<file path="src/rtl/proyecto2_pkg.sv">
// Shared definitions for the proyecto2 mini-CPU: instruction layout, opcodes,
// VGA 640x480@60 timing, built-in program and 7-segment glyphs.
package proyecto2_pkg;

    typedef enum logic [3:0] {
        OP_NOP   = 4'd0,
        OP_ADD   = 4'd1,
        OP_SUB   = 4'd2,
        OP_AND   = 4'd3,
        OP_OR    = 4'd4,
        OP_ADDI  = 4'd5,
        OP_LDSW  = 4'd6,
        OP_LDBTN = 4'd7,
        OP_JMP   = 4'd8,
        OP_BEQ   = 4'd9
    } opcode_e;

    // Field order matches bits [31:28] op, [27:24] rd, [23:20] rs1, [19:16] rs2, [15:0] imm.
    typedef struct packed {
        logic [3:0]  op;
        logic [3:0]  rd;
        logic [3:0]  rs1;
        logic [3:0]  rs2;
        logic [15:0] imm;
    } instr_t;

    localparam logic [9:0] H_VISIBLE = 10'd640;
    localparam logic [9:0] H_FP      = 10'd16;
    localparam logic [9:0] H_SYNC    = 10'd96;
    localparam logic [9:0] H_BP      = 10'd48;
    localparam logic [9:0] H_TOTAL   = H_VISIBLE + H_FP + H_SYNC + H_BP;

    localparam logic [9:0] V_VISIBLE = 10'd480;
    localparam logic [9:0] V_FP      = 10'd10;
    localparam logic [9:0] V_SYNC    = 10'd2;
    localparam logic [9:0] V_BP      = 10'd33;
    localparam logic [9:0] V_TOTAL   = V_VISIBLE + V_FP + V_SYNC + V_BP;

    function automatic logic [31:0] builtin_rom(input logic [3:0] addr);
        case (addr)
            4'd0:    builtin_rom = {OP_LDSW,  4'd1, 4'd0, 4'd0, 16'd0};
            4'd1:    builtin_rom = {OP_LDBTN, 4'd2, 4'd0, 4'd0, 16'd0};
            4'd2:    builtin_rom = {OP_ADDI,  4'd3, 4'd3, 4'd0, 16'd1};
            4'd3:    builtin_rom = {OP_ADD,   4'd4, 4'd1, 4'd3, 16'd0};
            4'd4:    builtin_rom = {OP_JMP,   4'd0, 4'd0, 4'd0, 16'd0};
            default: builtin_rom = 32'h0000_0000;
        endcase
    endfunction

    // Segments ordered {g,f,e,d,c,b,a}; a lit segment is driven low.
    function automatic logic [6:0] hex7seg(input logic [3:0] v);
        case (v)
            4'h0: hex7seg = 7'b1000000;
            4'h1: hex7seg = 7'b1111001;
            4'h2: hex7seg = 7'b0100100;
            4'h3: hex7seg = 7'b0110000;
            4'h4: hex7seg = 7'b0011001;
            4'h5: hex7seg = 7'b0010010;
            4'h6: hex7seg = 7'b0000010;
            4'h7: hex7seg = 7'b1111000;
            4'h8: hex7seg = 7'b0000000;
            4'h9: hex7seg = 7'b0010000;
            4'hA: hex7seg = 7'b0001000;
            4'hB: hex7seg = 7'b0000011;
            4'hC: hex7seg = 7'b1000110;
            4'hD: hex7seg = 7'b0100001;
            4'hE: hex7seg = 7'b0000110;
            default: hex7seg = 7'b0001110;
        endcase
    endfunction

endpackage

</file>
<file path="src/rtl/proyecto2_vga_timing.sv">
// 640x480@60 raster generator: derives the 25 MHz pixel clock from CLOCK_50 and
// produces sync, blanking and the current pixel coordinates.
module vga_timing
    import proyecto2_pkg::*;
(
    input  logic       clk,
    input  logic       rst_n,
    output logic       vga_clk,
    output logic       hsync,
    output logic       vsync,
    output logic       blank_n,
    output logic [9:0] x,
    output logic [9:0] y
);

    logic       vga_clk_q;
    logic [9:0] hcnt;
    logic [9:0] vcnt;

    // Counters step on the same edge that raises VGA_CLK, i.e. while vga_clk_q is still 0.
    always_ff @(posedge clk or negedge rst_n) begin
        if (!rst_n) begin
            vga_clk_q <= 1'b0;
            hcnt      <= '0;
            vcnt      <= '0;
        end else begin
            // NOTE: non-blocking assignments keep every flop reading its pre-edge value.
            vga_clk_q <= ~vga_clk_q;
            if (!vga_clk_q) begin
                if (hcnt == H_TOTAL - 10'd1) begin
                    hcnt <= '0;
                    vcnt <= (vcnt == V_TOTAL - 10'd1) ? '0 : vcnt + 10'd1;
                end else begin
                    hcnt <= hcnt + 10'd1;
                end
            end
        end
    end

    assign vga_clk = vga_clk_q;
    assign hsync   = !((hcnt >= H_VISIBLE + H_FP) && (hcnt < H_VISIBLE + H_FP + H_SYNC));
    assign vsync   = !((vcnt >= V_VISIBLE + V_FP) && (vcnt < V_VISIBLE + V_FP + V_SYNC));
    assign blank_n = (hcnt < H_VISIBLE) && (vcnt < V_VISIBLE);
    assign x       = hcnt;
    assign y       = vcnt;

endmodule

</file>
<file path="src/rtl/proyecto2.sv">
// FPGA top: single-cycle 16x32-bit mini-CPU executing a 16-word ROM, with
// 7-segment/LED readout of r3/r4 and a VGA raster tinted by r3.
module proyecto2
    import proyecto2_pkg::*;
#(
    parameter string ROM_FILE = ""
) (
    input  logic              CLOCK_50,
    input  logic              reset,
    input  logic [8:0]        SW,
    input  logic [1:0]        botones1,
    input  logic [1:0]        botones2,
    output logic [6:0]        HEX0,
    output logic [6:0]        HEX1,
    output logic [9:0]        LEDR,
    output logic              VGA_CLK,
    output logic              VGA_HS,
    output logic              VGA_VS,
    output logic [7:0]        VGA_R,
    output logic [7:0]        VGA_G,
    output logic [7:0]        VGA_B,
    output logic              VGA_BLANK_N,
    output logic [15:0][31:0] leds_registers,
    output logic [31:0]       instrucciones
);

    logic [3:0]        pc;
    logic [3:0]        pc_next;
    logic [15:0][31:0] regs;
    logic [8:0]        sw_q;
    logic [3:0]        btn_q;
    instr_t            ins;
    logic [31:0]       rs1_val;
    logic [31:0]       rs2_val;
    logic [31:0]       imm_ext;
    logic              wr_en;
    logic [31:0]       wr_data;

    assign instrucciones = builtin_rom(pc);

    assign ins     = instrucciones;
    assign rs1_val = regs[ins.rs1];
    assign rs2_val = regs[ins.rs2];
    assign imm_ext = {{16{ins.imm[15]}}, ins.imm};

    always_comb begin
        // NOTE: every output of this block gets a default first so no latch is inferred.
        wr_en   = 1'b0;
        wr_data = '0;
        pc_next = pc + 4'd1;
        case (ins.op)
            OP_ADD:   begin wr_en = 1'b1; wr_data = rs1_val + rs2_val; end
            OP_SUB:   begin wr_en = 1'b1; wr_data = rs1_val - rs2_val; end
            OP_AND:   begin wr_en = 1'b1; wr_data = rs1_val & rs2_val; end
            OP_OR:    begin wr_en = 1'b1; wr_data = rs1_val | rs2_val; end
            OP_ADDI:  begin wr_en = 1'b1; wr_data = rs1_val + imm_ext; end
            OP_LDSW:  begin wr_en = 1'b1; wr_data = {23'b0, sw_q}; end
            OP_LDBTN: begin wr_en = 1'b1; wr_data = {28'b0, btn_q}; end
            OP_JMP:   pc_next = ins.imm[3:0];
            OP_BEQ:   if (rs1_val == rs2_val) pc_next = ins.imm[3:0];
            default:  ;
        endcase
    end

    always_ff @(posedge CLOCK_50 or negedge reset) begin
        if (!reset) begin
            pc    <= '0;
            sw_q  <= '0;
            btn_q <= '0;
            // NOTE: the register file is flop-based and observable, so it is cleared on reset.
            regs  <= '0;
        end else begin
            pc    <= pc_next;
            sw_q  <= SW;
            btn_q <= {botones2, botones1};
            if (wr_en) regs[ins.rd] <= wr_data;
        end
    end

    assign leds_registers = regs;
    assign HEX0           = hex7seg(regs[3][3:0]);
    assign HEX1           = hex7seg(regs[3][7:4]);
    assign LEDR           = regs[4][9:0];

    logic [9:0] pix_x;
    logic [9:0] pix_y;
    logic       unused_xy;

    vga_timing u_vga (
        .clk     (CLOCK_50),
        .rst_n   (reset),
        .vga_clk (VGA_CLK),
        .hsync   (VGA_HS),
        .vsync   (VGA_VS),
        .blank_n (VGA_BLANK_N),
        .x       (pix_x),
        .y       (pix_y)
    );

    assign unused_xy = ^{pix_x[9:8], pix_y[9:8]};
    assign VGA_R     = VGA_BLANK_N ? regs[3][7:0] : 8'h00;
    assign VGA_G     = VGA_BLANK_N ? pix_x[7:0]   : 8'h00;
    assign VGA_B     = VGA_BLANK_N ? pix_y[7:0]   : 8'h00;

endmodule

</file>
<file path="config.mk">
export PLATFORM = sky130hd
export DESIGN_NAME = proyecto2
export DESIGN_NICKNAME = d
export VERILOG_FILES = /design/src/rtl/proyecto2_pkg.sv /design/src/rtl/proyecto2_vga_timing.sv /design/src/rtl/proyecto2.sv
export SDC_FILE = /design/constraint.sdc
export NUM_CORES = 1
export LEC_CHECK = 0
export ABC_CLOCK_PERIOD_IN_PS = 7500
export CAP_MARGIN = 30
export CORE_AREA = 2 2 237 239
export CTS_BUF_LIST = sky130_fd_sc_hd__clkbuf_8
export DETAILED_ROUTE_END_ITERATION = 10
export DIE_AREA = 0 0 239 241
export MAX_ROUTING_LAYER = met4
export PLACE_DENSITY = 0.65
export SLEW_MARGIN = 10
export SYNTH_ARGS = -nofsm -noshare
export SYNTH_HDL_FRONTEND = slang
export SYNTH_SLANG_ARGS = --single-unit
</file>
<file path="constraint.sdc">
create_clock -name CLOCK_50 -period 7.5 [get_ports CLOCK_50]
set_clock_uncertainty 0.15 [all_clocks]
set_input_delay 0.75 -clock CLOCK_50 [delete_from_list [all_inputs] [get_ports CLOCK_50]]
set_output_delay 0.75 -clock CLOCK_50 [all_outputs]
set_load 0.01 [all_outputs]
</file>
Fig. 1: M3 wires
Scale bar: 50 um.
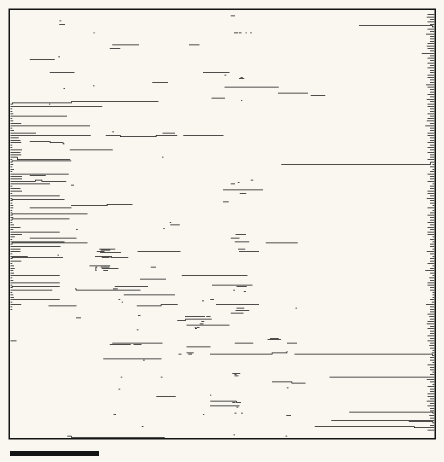
share of all routed wire: 6.4%
longest straight run: 84.0 um

Fig. 2: cell area per tile
24 x 24 tiles, from white (low) to dark blue (high), 0 to 100% covered.
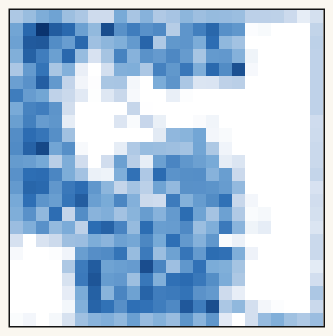
fullest tile: 99%
densest ninth of the die: south
tiles over 75% full: 6.9%
mean over tiles: 33%
nearly empty tiles: 28%

Fig. 3: where the registers sit
Scale bar: 50 um.
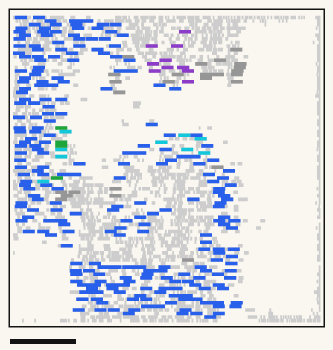
legend:
  blue:
    signal: `leds_registers`
    placed_flops: 246
    where: all over the die
  green:
    signal: `btn_q`
    placed_flops: 4
    where: west
  purple:
    signal: `u_vga.y`
    placed_flops: 10
    where: north
  cyan:
    signal: `sw_q`
    placed_flops: 9
not coloured: 25

Fig. 4: cell placement
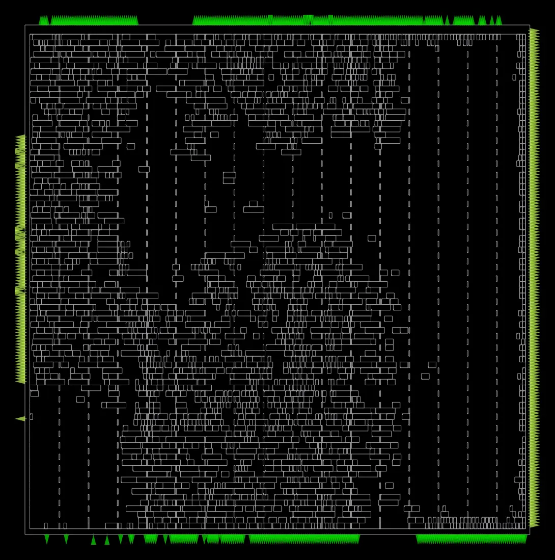
total number of sequential cells: 294
tap cells: 704

==> flow_metrics.tcl <==
# collected from the flow reports
set metrics [dict create \
    worstSetupEndpoint "leds_registers[158]" \
    ys.flop_type "dfrtp_1" \
    chip_area_mm2 0.0576 \
    viasPerCell 4.37 \
    cap_violations 0 \
    global_route.peak_usage_layer "met2" \
    commonest_cells_after_routing_fill_and_taps_aside "clkdlybuf4s50_1 (333), dfrtp_1 (294), conb_1 (276)" \
    r2r_worst_path_depth 15 \
    hold_viol_final 0 \
    inverters_excl_clock 38 \
    worst_setup_path_startpoint "pc[0]" \
    report.final.setup_viol 0 \
    grt_util_all_layers_pct 16.3 \
    area.share.combinational_pct 35.2 \
    grt_util_met1_pct 20.0 \
    gr-usage-met3_pct 3.51 \
    total_switching_power_mw 0.799 \
    dominant_cells "sequential cells" \
    antenna_found_initial 4 \
    diodes 4 \
    gr-total-overflow 0 \
    gp_congestion 0.869 \
    commonest_cells_in_the_synthesized_netlist "dfrtp_1 (294), buf_4 (289), nand2_1 (230)" \
    ys_cells 1682 \
    clock_tree.root_cell "clkbuf_8" \
    seqCellArea_mm2 0.00736 \
    grt_pass1_vias 11300 \
    area_share_clock_buf_inv_pct 4.93 \
    pg_clk_mw 1.44 \
    synthMostInstantiatedCell "dfrtp_1" \
    number_of_enable_flip_flop_cells 0 \
    fin_crit_sh_pct 71.2 \
    signal_buffer_area_fraction_pct 17.8 \
    postRouteAntennaNets 0 \
    yosys.cell_types.count 67 \
    layout-area-overhead-vs-synth_pct 24.4 \
    yosysTopAreaCell "dfrtp_1" \
    nNonClkBuffers 350 \
    lay_top_count "clkdlybuf4s50_1" \
    run_status "complete, no violations" \
    power.combinational.total_mw 0.143 \
    floorplan.core_area_mm2 0.0549 \
]
[metal layers]
metal | wire length (um) | vias to the layer above | part of all wire, %
met5 | 0 | - | 0
met4 | 1610 | 0 | 3.4
met3 | 3060 | 92 | 6.4
met2 | 23300 | 475 | 49
met1 | 20000 | 5671 | 42
li1 | - | 5572 | -
[through the flow]
step	setup slack [ps]	util [%]
after floorplan	2970	-
after global placement	2490	34.3
after detailed placement	2280	34.4
after CTS	2260	36.2
after global routing	1710	36.3
final	2160	36.3
[worst max-delay path, cell delays in order, from the launching register on]
cell      delay, ps
dfrtp_1         410
inv_1            90
ha_1            280
or3b_4          370
clkinv_1        580
o21ai_0         530
fa_1            290
a21oi_1         130
o22ai_1         290
a41oi_1         310
o31a_1          380
o41ai_1         530
a311o_1         300
a31oi_1         110
xnor2_1         180
mux2_2          280
